==> src/rtl/ann_pkg.sv <==
// Shared defaults, accumulator sizing and FSM state type
// for the weight MAC datapath.
package ann_pkg;

  localparam int DW_D      = 16;
  localparam int AW_D      = 5;
  localparam int N_TERMS_D = 28;
  localparam int FRAC_D    = 8;

  // Six guard bits keep up to 32 full-scale products from wrapping
  function automatic int acc_width(input int dw);
    return 2 * dw + 6;
  endfunction

  localparam int ACC_W_D = acc_width(DW_D);

  typedef enum logic [1:0] {
    IDLE,
    RUN,
    DRAIN,
    FINISH
  } mac_state_e;

endpackage

==> src/rtl/q88_saturate.sv <==
// Rescales a wide fixed-point accumulator by FRAC and clamps
// it into a signed DW-bit result.
module q88_saturate
  import ann_pkg::*;
#(
  parameter int DW   = DW_D,
  parameter int FRAC = FRAC_D,
  parameter int ACCW = ACC_W_D
) (
  input  logic signed [ACCW-1:0] i_acc,
  output logic        [DW-1:0]   o_res
);

  logic signed [ACCW-1:0] w_sh;
  logic [ACCW-DW:0]       w_hi;
  logic                   w_pos;
  logic                   w_neg;

  assign w_sh  = i_acc >>> FRAC;
  assign w_hi  = w_sh[ACCW-1:DW-1];
  // Out of range when the bits above the result sign disagree
  assign w_pos = ~w_sh[ACCW-1] & (|w_hi);
  assign w_neg = w_sh[ACCW-1] & ~(&w_hi);

  always_comb begin
    o_res = w_sh[DW-1:0];
    if (w_pos) begin
      o_res = {1'b0, {(DW-1){1'b1}}};
    end else if (w_neg) begin
      o_res = {1'b1, {(DW-1){1'b0}}};
    end
  end

endmodule

==> src/rtl/weight_mac_seq.sv <==
// Sequential dot product of streamed activations against
// BRAM weights, plus bias, with saturated Q8.8 result.
module weight_mac_seq
  import ann_pkg::*;
#(
  parameter int N_TERMS = N_TERMS_D,
  parameter int DW      = DW_D,
  parameter int AW      = AW_D,
  parameter int FRAC    = FRAC_D
) (
  input  logic          CLK,
  input  logic          RST_N,
  input  logic          START,
  input  logic [DW-1:0] BIAS,
  input  logic [DW-1:0] X_DATA,
  input  logic          X_VALID,
  output logic          X_READY,
  output logic [AW-1:0] W_ADDR,
  output logic          W_EN,
  output logic          W_WE,
  input  logic [DW-1:0] W_DO,
  output logic [DW-1:0] RESULT,
  output logic          DONE,
  output logic          BUSY
);

  localparam int ACCW = acc_width(DW);
  localparam int PW   = 2 * DW;
  localparam logic [AW-1:0] LAST = AW'(N_TERMS - 1);

  mac_state_e             r_state;
  logic [AW-1:0]          r_idx;
  logic signed [ACCW-1:0] r_acc;
  logic signed [PW-1:0]   r_prod;
  logic                   r_pvld;
  logic                   r_done;
  logic [DW-1:0]          r_result;

  logic                   w_accept;
  logic signed [PW-1:0]   w_xe;
  logic signed [PW-1:0]   w_we;
  logic signed [PW-1:0]   w_prod;
  logic signed [ACCW-1:0] w_prod_ext;
  logic signed [ACCW-1:0] w_bias_ext;
  logic signed [ACCW-1:0] w_bias_acc;
  logic [DW-1:0]          w_sat;

  assign X_READY  = (r_state == RUN);
  assign W_EN     = (r_state == RUN);
  assign W_WE     = 1'b0;
  assign W_ADDR   = r_idx;
  assign BUSY     = (r_state != IDLE);
  assign RESULT   = r_result;
  assign DONE     = r_done;
  assign w_accept = X_READY & X_VALID;

  assign w_xe   = {{DW{X_DATA[DW-1]}}, X_DATA};
  assign w_we   = {{DW{W_DO[DW-1]}}, W_DO};
  assign w_prod = w_xe * w_we;

  assign w_prod_ext = {{(ACCW-PW){r_prod[PW-1]}}, r_prod};
  assign w_bias_ext = {{(ACCW-DW){BIAS[DW-1]}}, BIAS};
  assign w_bias_acc = w_bias_ext <<< FRAC;

  q88_saturate #(
    .DW  (DW),
    .FRAC(FRAC),
    .ACCW(ACCW)
  ) u_sat (
    .i_acc(r_acc),
    .o_res(w_sat)
  );

  always_ff @(posedge CLK) begin
    if (!RST_N) begin
      r_state  <= IDLE;
      r_idx    <= '0;
      r_acc    <= '0;
      r_prod   <= '0;
      r_pvld   <= 1'b0;
      r_done   <= 1'b0;
      r_result <= '0;
    end else begin
      r_done <= 1'b0;
      r_pvld <= w_accept;
      if (w_accept) begin
        r_prod <= w_prod;
      end
      // Product lands one edge after its accept
      if (r_pvld) begin
        r_acc <= r_acc + w_prod_ext;
      end
      unique case (r_state)
        IDLE: begin
          if (START) begin
            r_state <= RUN;
            r_idx   <= '0;
            r_acc   <= w_bias_acc;
          end
        end
        RUN: begin
          if (w_accept) begin
            if (r_idx == LAST) begin
              r_state <= DRAIN;
            end else begin
              r_idx <= r_idx + AW'(1);
            end
          end
        end
        DRAIN: begin
          r_state <= FINISH;
        end
        FINISH: begin
          r_result <= w_sat;
          r_done   <= 1'b1;
          r_state  <= IDLE;
        end
        default: begin
          r_state <= IDLE;
        end
      endcase
    end
  end

endmodule
==> config.mk <==
export PLATFORM = sky130hd
export DESIGN_NAME = weight_mac_seq
export DESIGN_NICKNAME = d
export VERILOG_FILES = /design/src/rtl/ann_pkg.sv /design/src/rtl/q88_saturate.sv /design/src/rtl/weight_mac_seq.sv
export SDC_FILE = /design/constraint.sdc
export NUM_CORES = 1
export LEC_CHECK = 0
export CAP_MARGIN = 20
export CORE_MARGIN = 5
export CORE_UTILIZATION = 35
export DETAILED_ROUTE_END_ITERATION = 16
export GPL_TIMING_DRIVEN = 0
export PLACE_DENSITY_LB_ADDON = 0.25
export SLEW_MARGIN = 20
export SYNTH_ARGS = -nofsm -noshare
export SYNTH_HDL_FRONTEND = slang
export SYNTH_HIERARCHICAL = 1
export SYNTH_SLANG_ARGS = --single-unit
export TNS_END_PERCENT = 5
==> constraint.sdc <==
create_clock -name CLK -period 8.3 [get_ports CLK]
set_input_delay 1.66 -clock CLK [delete_from_list [all_inputs] [get_ports CLK]]
set_output_delay 1.66 -clock CLK [all_outputs]
set_load 0.05 [all_outputs]
==> impl_metrics.toml, run 1 <==
# implementation run metrics
[route]
wl_per_cell_um = 16.93
met1Wirelength_um = 20190
viasPerCell = 4.945
ant_nets = 0
highest_layer = "met4"
wl_met3_um = 1859
wl_um = 41270
drc = 0
first_pass_iters = 5
initialDrtViolationCount = 778
vias = 12050
dr_wl_met2_um = 18380

[critical_path]
critPathMaxFanout = 10
crit_family = "adder cells"
cp.required_ns = 8.55
max_stage_delay_ns = 0.77
path_buffers = 6
reg2reg_setup_slack_ns = 4.92
cp-end-kind = "flop"
crit_chain = "clkdlybuf4s50_1 -> clkbuf_2 -> nand2_1 -> fa_1 -> inv_1 -> fa_1 -> fa_1 -> fa_1 -> fa_1 -> inv_1 -> fa_1 -> inv_1 -> ha_1 -> a21oi_1 -> nor2b_1 -> o21ai_0 -> nand3b_1 -> or3_1 -> nor3_4 -> buf_4 -> o41ai_2 -> a21oi_1 -> or3_1 -> a32o_1"
r2r-end = "r_acc[36]"
r2r_cells = 12
criticalPathCategory = "primary input to flop"
r2r-start = "r_prod[0]"
start_kind = "primary input"
cp_common_cell = "fa_1"
cpMaxStageDelayCell = "clkdlybuf4s50_1"
worst_ep_arrival_time_ns = 8.21

[global_routing]
grt_pass1_vias = 12420
grt_max_degree = 15
grt_overflow = 0
grt_pass1_wl_um = 66770
grt_antenna_before_repair = 0
grt_util_all_layers_pct = 17.17

[placement]
place.gp.congestion = 0.8872
post-place-ws_ns = -0.5562
dp_hpwl_um = 34990
post_dp_cell_area_um2 = 16990
portBuffers = 76

[sta]
setup_viol = 0
max_freq_ghz = 0.1256
holdWs_ns = 0.4592
drv_slew = 0
hold_viol = 0
setup_slack_ns = 0.3392
fin_skew_ns = 0.006186
tightest_slew_ns = 0.9071
min_period_ns = 7.961
rsz0062_at_grt = "false"
max_slew_margin_pct = 39.30
finalCritPeriodShare_pct = 95.91

[synthesis]
synth-simple-area-share_pct = 16.08
synth-adder-area-share_pct = 44.01
fp_nets = 2189
ys_cells = 1750
ys_top_logic_family = "adder cells"
synth_cell_types = 74
syn_area_um2 = 15490
flop_cell = "dfxtp_1"
synthCells = 1750
synthXorXnorAreaFrac_pct = 3.167
synth_flops = 95
ys_warn_count = 6
synthArstFlopShare_pct = 0
mux_share_pct = 2.391
ys_area_um2 = 15490
syn_avg_cell_area_um2 = 8.850
synth-edff-count = 0
compound_area_share_pct = 12.68
synth_seq_share_pct = 12.28

[final_layout]
fillers = 4483
stdcell_area_um2 = 17450
lay_top_count = "inv_1"
lay_top_cells = "310 x inv_1, 262 x fa_1, 178 x nand2_1"
antenna_cells = 0
synthToLayoutAreaGrowth_pct = 12.65
nets = 2279
layout-drive-gt1-share_pct = 4.228

[clocking]
clk_pin_slew_ns = 0.07
clk_latency_ns = 0.35
cts_tree = "built"
numCtsBuffers = 9
htreeDepth = 3
clock_path_buffers = 2
clock-sinks = 95
ctsHoldBuffers = 0
cts.root.buffer_cell = "clkbuf_16"

[hold_path]
holdPathStages = 2
worstHoldStart = "r_prod[20]"
min_to = "r_prod[20]"
holdCritPathClass = "flop to flop"

[die]
die_y_um = 220.4
num_rows = 77
fp.dieW_um = 220.4
io_pins = 78
core_um2 = 44030
chipArea_um2 = 48560
fp_util_pct = 35.18

[outcome]
status = "finished, final reports clean"

[job]
warning_count = 29
drv_cap = 0
## run 1: registers in the layout, indices dropped and copies added (netlist names)
name,count
r_pvld,1
r_acc,38
RESULT,16
r_prod,32
DONE,1
W_ADDR,5
r_state,2
## run 1: Yosys cell counts, drive strengths merged (2+ instances only)
cell type / count / area, µm²
a2111oi: 5 / 43.79
dfxtp: 95 / 1902
nor2b: 9 / 56.30
nand4b: 2 / 17.52
inv: 310 / 1164
or3: 12 / 75.07
a221oi: 2 / 17.52
and4: 2 / 18.77
nand4: 11 / 75.07
a41oi: 4 / 42.55
nand3b: 5 / 37.54
nor4: 4 / 25.02
and3: 7 / 47.54
a32o: 3 / 30.03
ha: 124 / 1551
nor3: 17 / 90.09
buf: 14 / 100.1
xor2: 9 / 78.83
o21bai: 10 / 75.07
o21a: 8 / 60.06
o41ai: 2 / 43.80
xnor2: 47 / 411.6
o21ai: 53 / 276.5
or2: 2 / 12.51
nand2: 178 / 668.1
a21oi: 96 / 488.0
a22o: 2 / 17.52
nor2: 94 / 352.8
o211ai: 5 / 37.54
clkbuf: 49 / 183.9
and2: 130 / 814.5
nand3: 22 / 110.1
nand2b: 9 / 56.30
o31ai: 3 / 22.52
mux2i: 37 / 370.4
a211oi: 24 / 185.2
a31oi: 5 / 31.28
a21boi: 3 / 22.52
or4: 2 / 15.01
a211o: 6 / 61.31
a311oi: 6 / 70.07
fa: 263 / 5265
a21o: 45 / 344.1
## run 1: what timing repair did
action / in CTS / in global routing
setup endpoints to repair: 3 / 9
pin swaps: 0 / 2
gates resized: 9 / 87
buffers inserted: 0 / 3
## run 1: how the worst max path moves through the flow
stage                  to  depth (start not counted)  slack, ns  startpoint
3_5_place_dp   r_prod[29]                         23      -0.56  X_DATA[15]
3_3_place_gp   r_prod[29]                         23      -0.55  X_DATA[15]
4_1_cts        r_prod[30]                         20       0.06     W_DO[6]
5_1_grt        r_prod[31]                         24     0.0007   X_DATA[9]
2_1_floorplan  r_prod[29]                         22       0.93     W_DO[1]
6_report       r_prod[31]                         24       0.34   X_DATA[4]
## run 1: final cells by class
| type | instances | area [µm²] | share of cell area, % |
|---|---|---|---|
| buffer | 63 | 347.8 | 1.994 |
| clock buffer | 13 | 240.2 | 1.377 |
| clock inverter | 3 | 67.56 | 0.3873 |
| inverter | 311 | 1167 | 6.691 |
| multi-input combinational | 1281 | 12150 | 69.64 |
| sequential | 95 | 1902 | 10.90 |
| tap | 592 | 740.7 | 4.246 |
| timing repair buffer | 79 | 830.8 | 4.762 |
## run 1: per-layer routing
| layer | vias up | global-route usage (%) |
|---|---|---|
| li1 | 5766 | - |
| met1 | 5932 | 25.07 |
| met2 | 310 | 27.47 |
| met3 | 42 | 1.505 |
| met4 | 0 | 4.701 |
| met5 | - | 0 |
## run 1: metrics by stage
stage | instances | TNS (ns)
2_1_floorplan | 1750 | 0
6_report | 2437 | 0
3_5_place_dp | 2418 | -3.260
5_1_grt | 2437 | 0
3_3_place_gp | 2418 | -3.236
4_1_cts | 2434 | 0
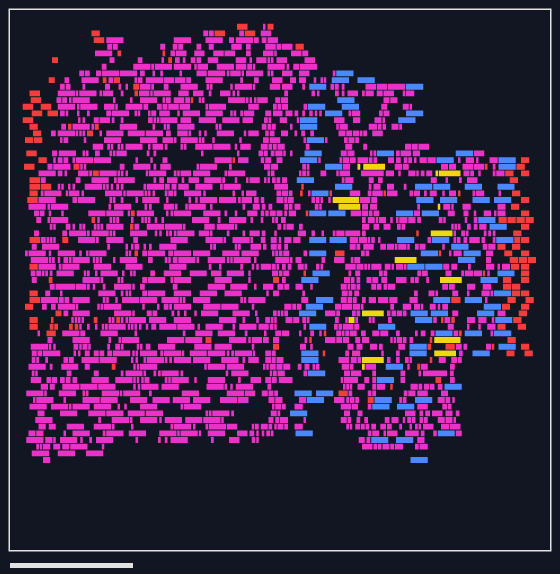
*Placed cells, one color a class, run 1*
Bar = 50 µm.
color	class	cells
red	remaining buffers and delay cells	142
yellow	clock drivers and dummy loads	16
magenta	remaining logic cells	1592
blue	registers	95

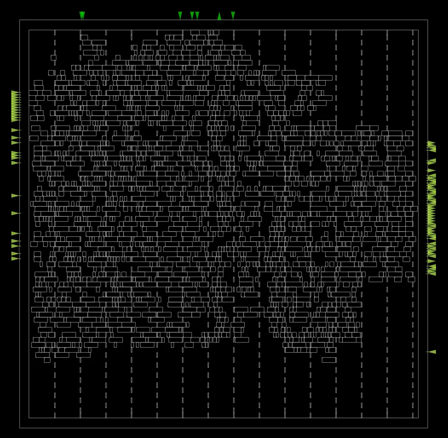
*Placement view, run 1*
registers: 95
Finished Core Util: 39.63%

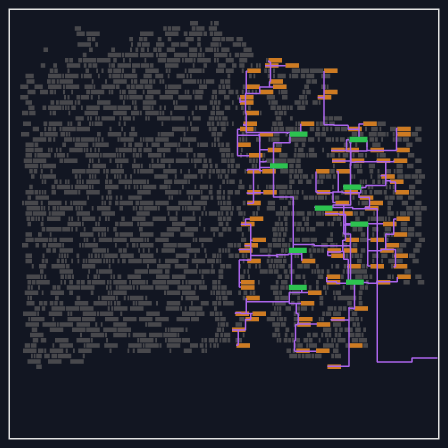
*Clock wires, drivers and flops, run 1*
[orange] flip-flops | count: 95
[green] clock-net drivers | count: 9
[purple] clock wires | length: 1370 µm
routed clock nets	10

### PDN straps and rails, run 1

Bar = 50 µm. Pins as bars on the die edge. Tap cells in gray.
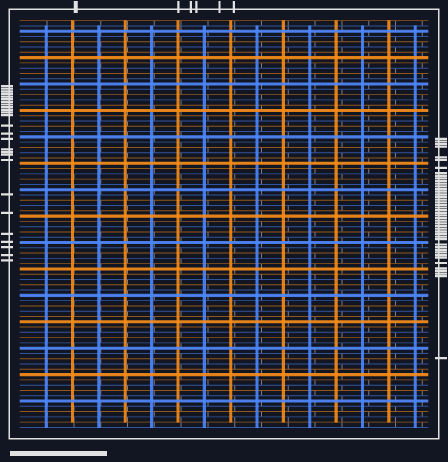

==> run 1 -> run 2 <==
--- a/config.mk
+++ b/config.mk
@@ -6,7 +6,7 @@
 export NUM_CORES = 1
 export LEC_CHECK = 0
 export CAP_MARGIN = 20
-export CORE_MARGIN = 5
+export CORE_MARGIN = 2
 export CORE_UTILIZATION = 35
 export DETAILED_ROUTE_END_ITERATION = 16
 export GPL_TIMING_DRIVEN = 0
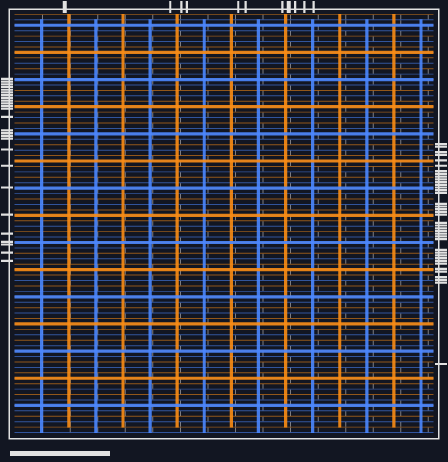
*PDN straps and rails, run 2*
Bar = 50 µm. Pins as bars on the die edge. Tap cells in gray.
color	net
blue	VSS
orange	VDD
met5 straps	15
met1 rails	78
tap cells	592
signal pins	78
met4 straps	15

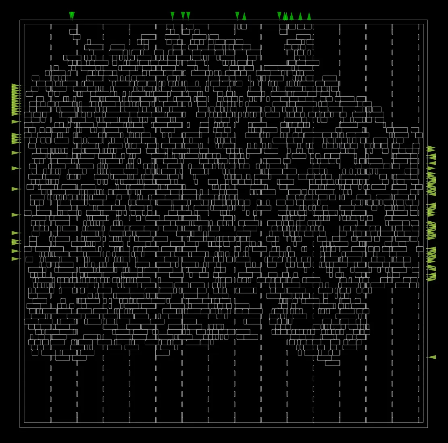
*Placement view, run 2*
fraction of area in registers: 10.96%
Finished Layout Cells: 2434
n_taps: 592
Fill cells: 4524
Finished Core Util: 39.50%

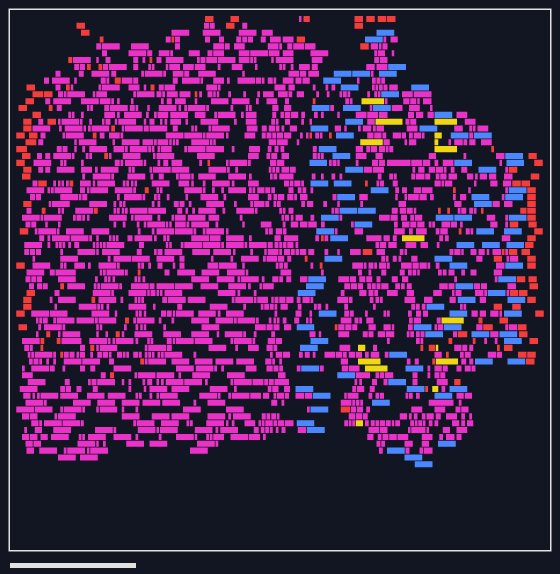
*Placed cells, one color a class, run 2*
Bar = 50 µm.
color	class	cells
blue	registers	95
magenta	remaining logic cells	1592
yellow	clock drivers and dummy loads	16
red	remaining buffers and delay cells	139

==> impl_metrics.toml, run 2 <==
# implementation run metrics
[hold_path]
holdCritPathClass = "flop to flop"
holdPathStages = 2
worstHoldStart = "r_prod[23]"
min_to = "r_prod[23]"

[sta]
setup_viol = 0
max_freq_ghz = 0.1239
tightest_slew_ns = 0.8491
min_period_ns = 8.069
hold_viol = 0
drv_slew = 0
finalCritPeriodShare_pct = 97.22
fin_skew_ns = 0.009717
max_slew_margin_pct = 43.18
setup_tns_ns = 0
rsz0062_at_grt = "true"

[clocking]
cts.root.buffer_cell = "clkbuf_16"
numCtsBuffers = 9
cts_tree = "built"
clk_pin_slew_ns = 0.07
htreeDepth = 3
clock-sinks = 95
clock_path_buffers = 2
clk_latency_ns = 0.35

[synthesis]
syn_avg_cell_area_um2 = 8.850
syn_area_um2 = 15490
common_cells = "310 x inv_1, 263 x fa_1, 178 x nand2_1"
synth-edff-count = 0
ys_warn_count = 6
synth_cell_types = 74
synth_flops = 95
ys_cells = 1750
top_cell_area_share_pct = 34.00
synth_seq_share_pct = 12.28
topCellsByArea = "fa_1 34%, dfxtp_1 12%, ha_1 10%, inv_1 7.5%, and2_1 5.2%"
synthArstFlopShare_pct = 0
synthCells = 1750
flop_cell = "dfxtp_1"
synth.most_common_cell = "inv_1"
fp_nets = 2189
top_area_cell = "fa_1"
ys_area_um2 = 15490

[route]
wl_um = 41130
vias = 11960
ant_nets = 0
first_pass_iters = 5
initialDrtViolationCount = 653
drc = 0
viasPerCell = 4.913
wl_per_cell_um = 16.90

[final_layout]
nets = 2276
stdcell_area_um2 = 17350
largest_reg_flops = 38
antenna_cells = 0
lay_top_count = "inv_1"
lay_top_cells = "310 x inv_1, 261 x fa_1, 178 x nand2_1"
layout-drive-gt1-share_pct = 4.180
synthToLayoutAreaGrowth_pct = 12.04
seq_area_um2 = 1902
top_register = "r_acc"
area.combinational_um2 = 12160

[placement]
dpl.cell_count = 2418
post_dp_cell_area_um2 = 16990
place.gp.congestion = 0.9035
dp_hpwl_um = 34960
portBuffers = 76

[critical_path]
start_kind = "primary input"
cp_common_cell = "fa_1"
max_stage_delay_ns = 0.68
worst_ep_arrival_time_ns = 8.31
r2r-start = "r_prod[0]"
r2r_cells = 12
crit_chain = "clkdlybuf4s50_1 -> clkbuf_4 -> nand2_1 -> inv_1 -> fa_2 -> fa_1 -> fa_1 -> fa_1 -> fa_1 -> inv_1 -> fa_1 -> inv_1 -> ha_1 -> a21oi_1 -> nor2b_1 -> o21ai_0 -> nand3b_1 -> or3_1 -> nor3_4 -> nor4_1 -> o31ai_1 -> nand3_1 -> a32o_1"
cpMaxStageDelayCell = "fa_2"
critPathMaxFanout = 10
cp.required_ns = 8.54
reg2reg_setup_slack_ns = 4.90
r2r-end = "r_acc[36]"
criticalPathCategory = "primary input to flop"
cp-end-kind = "flop"

[global_routing]
grt_overflow = 0
grt_max_degree = 17
grt_pass1_wl_um = 67100
grt_antenna_before_repair = 0
grt_util_all_layers_pct = 18.14
grt_pass1_vias = 12470

[job]
warning_count = 30
drv_cap = 0

[die]
chipArea_um2 = 45950
fp.dieW_um = 214.4
io_pins = 78
fp_util_pct = 35.25
num_rows = 77
die_y_um = 214.4
core_um2 = 43930

[outcome]
status = "finished, final reports clean"
## run 2: netlist changes by cell type in the layout (fill, tap and decap cells not counted), sizes merged
cell / previous run / this run
clkinv: 1 / 3
inv: 310 / 312
buf: 21 / 16
bufinv: 2 / 1
clkbuf: 58 / 57
clkdlybuf4s50: 57 / 73
dlymetal6s2s: 19 / 3
## run 2: worst max path at each step
stage,start,slack (ns),end
final,W_DO[1],0.23,r_prod[29]
after global routing,X_DATA[15],-0.1,r_prod[29]
after CTS,W_DO[4],0.002,r_prod[29]
after detailed placement,X_DATA[15],-0.59,r_prod[30]
after global placement,X_DATA[15],-0.48,r_prod[30]
after floorplan,W_DO[1],0.93,r_prod[29]
## run 2: metrics by stage
stage | hold WS [ns] | setup WS (ns) | utilization [%]
6_report | 0.4646 | 0.2306 | 39.50
5_1_grt | 0.4799 | -0.09946 | 39.50
4_1_cts | 0.4665 | 0.002033 | 39.39
3_5_place_dp | 0.4566 | -0.5920 | 38.67
3_3_place_gp | 0.4537 | -0.4779 | 38.67
2_1_floorplan | 0.4291 | 0.9306 | -
## run 2: cell families (layout without fill, tap and decap cells)
kind of cell | Yosys count | count (layout) | synth area share, %
xor+xnor | 56 | 56 | 3.167
mux | 37 | 37 | 2.391
flops | 95 | 95 | 12.28
compound gates | 292 | 292 | 12.68
other cells | 1 | 1 | 0.02421
simple gates | 508 | 508 | 16.08
buf+inv | 374 | 466 | 9.371
fa+ha+maj | 387 | 387 | 44.01
## run 2: area by class of cell
class | count | area share (%)
multi-input cells | 1281 | 70.07
flip-flops and latches | 95 | 10.96
inverters | 311 | 6.728
repair buffers | 76 | 4.427
well taps | 592 | 4.269
plain buffers | 63 | 1.832
clock buffers | 10 | 1.320
clock inverters | 6 | 0.3966
## run 2: timing repair
item,4_1_cts,5_1_grt
hold buffers,0,0
endpoints found under the hold margin,0,0
setup endpoints to repair,4,8
resized,12,39
cloned,0,0
setup buffers,0,0
## run 2: critical path, delay by kind of cell
| kind | cells | cell delay [ns] |
|---|---|---|
| simple gates | 7 | 1.23 |
| buf+inv | 5 | 1.03 |
| fa+ha+maj | 7 | 3.53 |
| compound gates | 4 | 0.86 |
## run 2: per-layer routing
layer	up-vias	share of wire (%)	GRT usage [%]	wire length (µm)
li1	5764	-	-	-
met1	5886	48	25.50	19920
met2	266	45	29.50	18570
met3	43	4.4	2.454	1821
met4	0	2.0	4.630	813
met5	-	0	0	0
==> run 2 -> run 3 <==
--- a/config.mk
+++ b/config.mk
@@ -9,7 +9,6 @@
 export CORE_MARGIN = 2
 export CORE_UTILIZATION = 35
 export DETAILED_ROUTE_END_ITERATION = 16
-export GPL_TIMING_DRIVEN = 0
 export PLACE_DENSITY_LB_ADDON = 0.25
 export SLEW_MARGIN = 20
 export SYNTH_ARGS = -nofsm -noshare
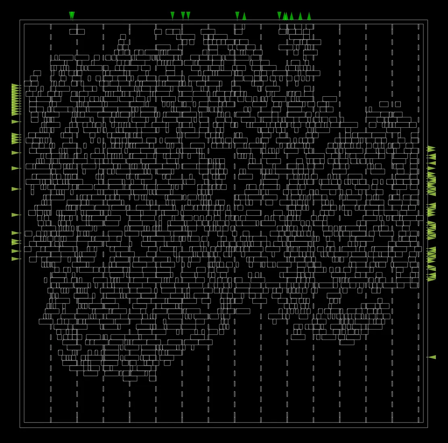
*Placement view, run 3*
Finished Layout Cells: 2413
Rows: 77
fraction of area in registers: 10.99%
Fill cells: 4542
Finished Core Util: 39.39%

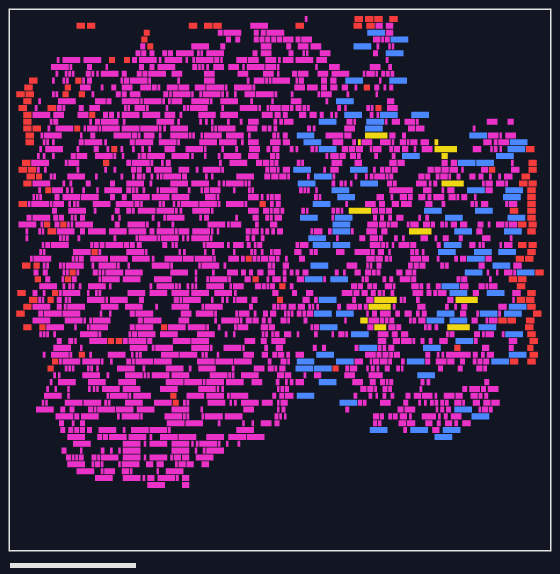
*Placed cells, one color a class, run 3*
Bar = 50 µm.
color	class	cells
magenta	remaining logic cells	1592
yellow	clock drivers and dummy loads	14
blue	registers	95
red	remaining buffers and delay cells	120

==> impl_metrics.toml, run 3 <==
# implementation run metrics
[die]
die_y_um = 214.4
core_um2 = 43930
chipArea_um2 = 45950
io_pins = 78
fp.dieW_um = 214.4
fp_util_pct = 35.25

[clocking]
cts_tree = "built"
clk_pin_slew_ns = 0.07
clk_latency_ns = 0.35
clock-sinks = 95
ctsHoldBuffers = 0
cts.repair.resized = 0
htreeDepth = 3
post_cts_buffers = 0
cts.root.buffer_cell = "clkbuf_16"
numCtsBuffers = 9
clock_path_buffers = 2

[global_routing]
grt_antenna_before_repair = 0
grt_util_all_layers_pct = 16.79
grt_pass1_wl_um = 63830
grt_pass1_vias = 12160
grt_max_degree = 59
grt_overflow = 0

[hold_path]
holdCritPathClass = "flop to flop"
holdPathStages = 2
worstHoldStart = "r_prod[20]"

[critical_path]
critPathLaunch = "W_DO[2]"
worst_ep_arrival_time_ns = 8.06
r2r-start = "r_acc[0]"
start_kind = "primary input"
r2r_cells = 12
critPathMaxFanout = 11
criticalPathCategory = "primary input to flop"
cp.required_ns = 8.54
cp-end-kind = "flop"

[final_layout]
lay_top_cells = "309 x inv_1, 263 x fa_1, 178 x nand2_1"
seq_area_um2 = 1902
nets = 2257
synthToLayoutAreaGrowth_pct = 11.74
antenna_cells = 0
lay_top_count = "inv_1"
layout-drive-gt1-share_pct = 4.558
area.combinational_um2 = 12140
top_register = "r_acc"
largest_reg_flops = 38

[route]
vias = 11710
initialDrtViolationCount = 535
wl_um = 37900
viasPerCell = 4.851
drc = 0
ant_nets = 0
first_pass_iters = 5
wl_per_cell_um = 15.71

[sta]
rsz0062_at_grt = "false"
holdWs_ns = 0.4551
max_freq_ghz = 0.1279
setup_tns_ns = 0
hold_viol = 0
fin_skew_ns = 0.01379
setup_viol = 0
finalCritPeriodShare_pct = 94.18
drv_slew = 0
min_period_ns = 7.817
max_slew_margin_pct = 30.11
setup_slack_ns = 0.4831
tightest_slew_ns = 1.048

[placement]
post-place-ws_ns = 0.1119
portBuffers = 76
place.gp.congestion = 0.8692
dp_hpwl_um = 31770

[synthesis]
ys_area_um2 = 15490
synth-edff-count = 0
syn_area_um2 = 15490
flop_cell = "dfxtp_1"
top_cell_area_share_pct = 34.00
synth_flops = 95
ys_cells = 1750
synthArstFlopShare_pct = 0
common_cells = "310 x inv_1, 263 x fa_1, 178 x nand2_1"
ys_warn_count = 6
top_area_cell = "fa_1"
synth.most_common_cell = "inv_1"
syn_avg_cell_area_um2 = 8.850
synth_cell_types = 74
synthCells = 1750
topCellsByArea = "fa_1 34%, dfxtp_1 12%, ha_1 10%, inv_1 7.5%, and2_1 5.2%"
fp_nets = 2189
synth_seq_share_pct = 12.28

[job]
drv_cap = 0
warning_count = 29

[outcome]
status = "finished, final reports clean"
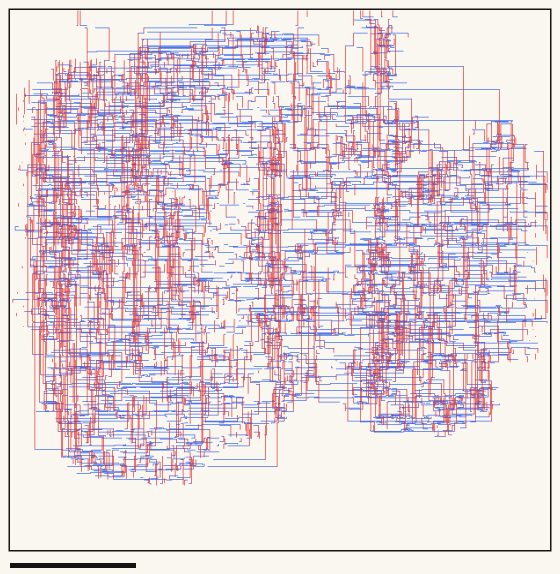
*Wiring by layer, run 3*
Bar = 50 µm. Two of the layers only.
color	layer	wire length
red	M2	16800 µm
blue	M1	19600 µm

[run 3: netlist changes by cell type in the layout (fill, tap and decap cells not counted), sizes merged]
cell,delta
dlymetal6s2s,-3
clkdlybuf4s50,+3
buf,+28
bufinv,-1
clkbuf,-46
inv,-2
[run 3: logic make-up after synthesis]
logic type | share of synthesized area [%]
compound gates | 12.68
xor+xnor | 3.167
fa+ha+maj | 44.01
buf+inv | 9.371
flops | 12.28
mux | 2.391
other cells | 0.02421
simple gates | 16.08
[run 3: cell type report]
type / instances / area share [%]
multi-input combinational: 1281 / 70.15
timing repair buffer: 120 / 6.305
clock buffer: 11 / 1.403
sequential: 95 / 10.99
clock inverter: 3 / 0.1229
tap: 592 / 4.280
inverter: 311 / 6.746
[run 3: critical path, cell delays in order]
cell and delay (ns):
clkdlybuf4s50_1 0.82, nand2_1 0.19, inv_1 0.11, fa_1 0.49
buf_4 0.19, fa_1 0.64, fa_1 0.47, fa_1 0.52
fa_1 0.50, inv_1 0.05, fa_1 0.47, inv_1 0.04
ha_1 0.38, nand4_1 0.24, nor2_1 0.16, o211ai_1 0.15
a211oi_1 0.36, o211ai_1 0.18, a21o_1 0.18, a32o_1 0.24
[run 3: path summary, 6_finish.rpt]
path | slack [ns] | endpoint
worst max-delay path | 0.48 | r_prod[30]
worst min-delay path | 0.46 | r_prod[20]
worst max register to register | 4.91 | r_acc[36]
worst min register to register | 0.46 | r_prod[20]
[run 3: per-stage QoR]
step	instance area (µm²)	instances
detailed placement	17040	2399
global placement	17040	2399
CTS	17310	2413
global route	17310	2413
finish	17310	2413
floorplan	15490	1750
[run 3: routing by layer]
metal	GRT usage (%)	vias to the layer above	routed length (µm)
li1	-	5717	-
met3	1.546	31	1189
met1	25.01	5766	19550
met5	0	-	0
met4	2.569	0	347
met2	26.97	192	16810
